### Congestion heat map

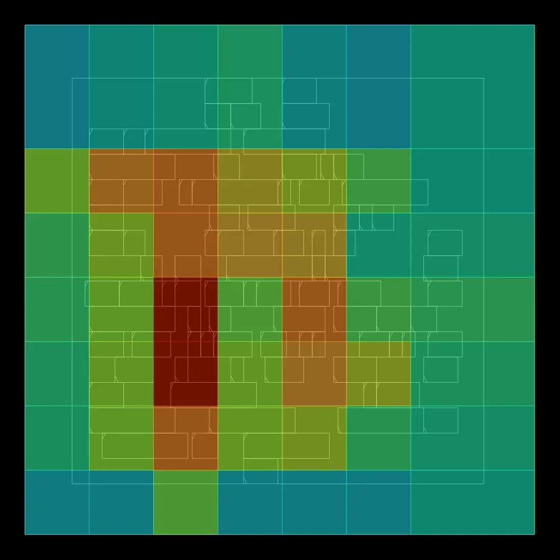
### Gate-type map

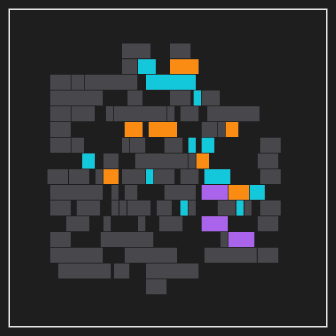
File: config.mk
export PLATFORM = sky130hd
export DESIGN_NAME = down_counter_timer
export DESIGN_NICKNAME = d
export VERILOG_FILES = /design/src/rtl/down_counter_timer.sv
export SDC_FILE = /design/constraint.sdc
export NUM_CORES = 1
export LEC_CHECK = 0
export CAP_MARGIN = 20
export CORE_MARGIN = 5
export CORE_UTILIZATION = 38
export CTS_CLUSTER_SIZE = 12
export DETAILED_ROUTE_END_ITERATION = 8
export PLACE_DENSITY = 0.7
export REMOVE_ABC_BUFFERS = 1
export SLEW_MARGIN = 20
export SYNTH_ARGS = -nofsm -noshare
export SYNTH_HDL_FRONTEND = slang
export SYNTH_SLANG_ARGS = --single-unit
File: constraint.sdc
create_clock -name clk -period 4.7 [get_ports clk]
set_input_delay 0.705 -clock clk [delete_from_list [all_inputs] [get_ports clk]]
set_output_delay 0.705 -clock clk [all_outputs]
set_load 0.005 [all_outputs]
File: src/rtl/down_counter_timer.sv
// rtl/down_counter_timer.sv - loadable down counter / interval timer with one-shot or auto-reload expiry
// Counts a loaded value down to zero on enabled clocks, pulsing done on each expiry or reload.
module down_counter_timer #(
  parameter int WIDTH = 4
) (
  input  logic             clk,
  input  logic             reset,
  input  logic             clr,
  input  logic             load,
  input  logic [WIDTH-1:0] load_val,
  input  logic             down,
  input  logic             auto_rld,
  output logic [WIDTH-1:0] cout,
  output logic             zero,
  output logic             done,
  output logic             busy
);

  typedef enum logic [1:0] {
    IDLE    = 2'd0,
    RUN     = 2'd1,
    EXPIRED = 2'd2
  } state_t;

  localparam logic [WIDTH-1:0] ONE = {{(WIDTH-1){1'b0}}, 1'b1};

  state_t           state;
  state_t           state_nxt;
  logic [WIDTH-1:0] cnt_q;
  logic [WIDTH-1:0] cnt_nxt;
  logic [WIDTH-1:0] rld_q;
  logic [WIDTH-1:0] rld_nxt;
  logic             done_q;
  logic             done_nxt;
  logic             busy_q;

  always_ff @(posedge clk or negedge reset) begin
    if (!reset) begin
      state  <= IDLE;
      cnt_q  <= '0;
      rld_q  <= '0;
      done_q <= 1'b0;
      busy_q <= 1'b0;
    end else begin
      state  <= state_nxt;
      cnt_q  <= cnt_nxt;
      rld_q  <= rld_nxt;
      done_q <= done_nxt;
      busy_q <= (state_nxt == RUN);
    end
  end

  // RUN always holds a nonzero count, so the expiry check only needs cnt_q == 1.
  always_comb begin
    state_nxt = state;
    cnt_nxt   = cnt_q;
    rld_nxt   = rld_q;
    done_nxt  = 1'b0;
    if (clr) begin
      state_nxt = IDLE;
      cnt_nxt   = '0;
    end else if (load) begin
      rld_nxt   = load_val;
      cnt_nxt   = load_val;
      state_nxt = (load_val != '0) ? RUN : IDLE;
    end else begin
      case (state)
        RUN: begin
          if (down) begin
            if (cnt_q == ONE) begin
              done_nxt = 1'b1;
              if (auto_rld) begin
                cnt_nxt = rld_q;
              end else begin
                cnt_nxt   = '0;
                state_nxt = EXPIRED;
              end
            end else begin
              cnt_nxt = cnt_q - ONE;
            end
          end
        end
        IDLE, EXPIRED: begin
          cnt_nxt = '0;
        end
        default: begin
          state_nxt = IDLE;
          cnt_nxt   = '0;
        end
      endcase
    end
  end

  always_comb begin
    cout = cnt_q;
    zero = (cnt_q == '0);
    done = done_q;
    busy = busy_q;
  end

endmodule

==> summary.rpt <==
IMPLEMENTATION SUMMARY REPORT
----------------------------------------------------
[Outcome]
  Outcome ........................ complete, no violations

[Pwr]
  Clock power frac ........................ 32.4%
  Switch share ........................ 26.6%
  Worst vdd rail ir drop ........................ 0.161 mV
  Cell internal power dissipation ........................ 192 uW
  P_leak ........................ approximately 0.41 nW
  Net switching power ........................ 69.9 uW
  Total chip power ........................ 262 uW
  Leading power group ........................ sequential cells

[Min path]
  Worst hold-check path type ........................ flop to flop
  Endpoint, Worst Hold ........................ rld_q[0]$_DFFE_PN0P_
  Source of the worst hold timing path ........................ rld_q[0]$_DFFE_PN0P_

[Worst setup path]
  Stages on the worst setup path ........................ 4
  Type of the worst setup path ........................ flop to output pin
  Element type at the critical path start ........................ flop
  Stage delay of the slowest cell on the critical path ........................ 0.53 ns
  Reg2reg setup slack ........................ 2.90 ns
  Critical Path Slowest Stage Cell ........................ sky130_fd_sc_hd__clkdlybuf4s50_1
  Worst Path Max Fanout ........................ 7
  Crit Reg-Reg Endpoint ........................ cout[1]$_DFFE_PN0P_
  CP Capture Type ........................ output pin
  Critical-path cell list ........................ inv_1, ha_1, nor3b_1, clkdlybuf4s50_1

[Detailed routing]
  Tally of nets with antenna violations remaining after routing ........................ 0
  Number of remaining DRC errors ........................ 0
  Met3 wire length ........................ 88 um
  Top routing layer used ........................ met4
  DRC violation total after the first TritonRoute iteration ........................ 23
  Detail-routed net length per standard cell ........................ 14.0 um

[Layout]
  Fraction of layout cells with a size suffix above 1 ........................ 19.3%
  Flip-flops ........................ 12
  Tally of clock buffers in the finished layout ........................ 4
  Number of nets in the layout ........................ 102
  Layout area overhead ........................ 27.4%
  Share of the final layout cell area in sequential cells ........................ 31.1%
  Area taken by flip-flops and latches ........................ 300 um2
  Clk tree area frac ........................ approximately 3.8%
  Non-Clock Buffer Area Fraction ........................ 16.6%
  Leading cell kind ........................ logic gates
  Most frequent cells in the layout ........................ sky130_fd_sc_hd__clkdlybuf4s50_1 (16), sky130_fd_sc_hd__dfrtp_1 (12), sky130_fd_sc_hd__nand2_1 (11)
  Number of multi-input combinational cells ........................ 53
  Utilization after layout ........................ 50.3%
  Multi-input combinational area share ........................ 43.9%

[Clock tree]
  Clock Tree Root ........................ sky130_fd_sc_hd__clkbuf_4
  Clock latency reported for the late side of the worst-skew pair ........................ 0.28 ns
  CTS hold repair buffers ........................ 0
  Level count of the clock H-tree ........................ 1
  Resized cells post-CTS ........................ 0
  Clock-pin slew on the worst setup and hold paths ........................ about 0.070 ns

[Synth]
  XOR-XNOR Cells, Area Fraction ........................ 0%
  Area fraction in full adders, half adders and majority gates ........................ 4.95%
  Warning count from the yosys run ........................ 0
  Synth top cells by count ........................ sky130_fd_sc_hd__dfrtp_1 (12), sky130_fd_sc_hd__nand2_1 (11), sky130_fd_sc_hd__mux2_2 (6), sky130_fd_sc_hd__nor2_1 (5)
  Ao+oa area frac ........................ around 16%
  Avg Inst Size Synth ........................ 10.8 um2
  Share of flip-flops with an asynchronous set or reset ........................ 100%
  Yosys-reported design area after synthesis ........................ 758 um2
  Most area-hungry cell type in the Yosys netlist ........................ sky130_fd_sc_hd__dfrtp_1
  Count of state elements after synthesis ........................ 12

[STA]
  Actual slew at the worst max-slew pin ........................ 0.564 ns
  Setup-violating endpoint count in the final report ........................ 0
  Maximum clock rate ........................ 0.419 GHz
  Slew Viols, Final ........................ 0
  Setup Skew ........................ 0.00559 ns
  Fin Setup TNS ........................ 0 ns
  Relative slew slack ........................ 62.3%
  RSZ-0062 raised after global routing ........................ false

[Floorplanning]
  Number of primary I/O pins ........................ 17
  Die ar. ........................ between 2000 and 3000 um2
  Vertical die size ........................ 54.7 um

[Global route]
  Most utilized layer in the global route result ........................ met2
  Overflow left after global routing ........................ 0
  Global routing met3 resource utilization ........................ 3.54%

[Placement]
  Global placer's final weighted congestion ........................ 0.781
  Half-perimeter wire length after placement ........................ approximately 1.3 mm

----------------------------------------------------
Back to the opening pictures, 'Congestion heat map':
met1 capacity usage during global routing: 16.8%
Global Route Usage Sum: 13.6%

Back to the opening pictures, 'Gate-type map':
Orange stands for AND and OR gates, cells 7. Cyan stands for NOR gates, cells 11, where centre. Purple stands for adder and majority cells, cells 3.

Power is estimated from default activity; no workload was simulated.
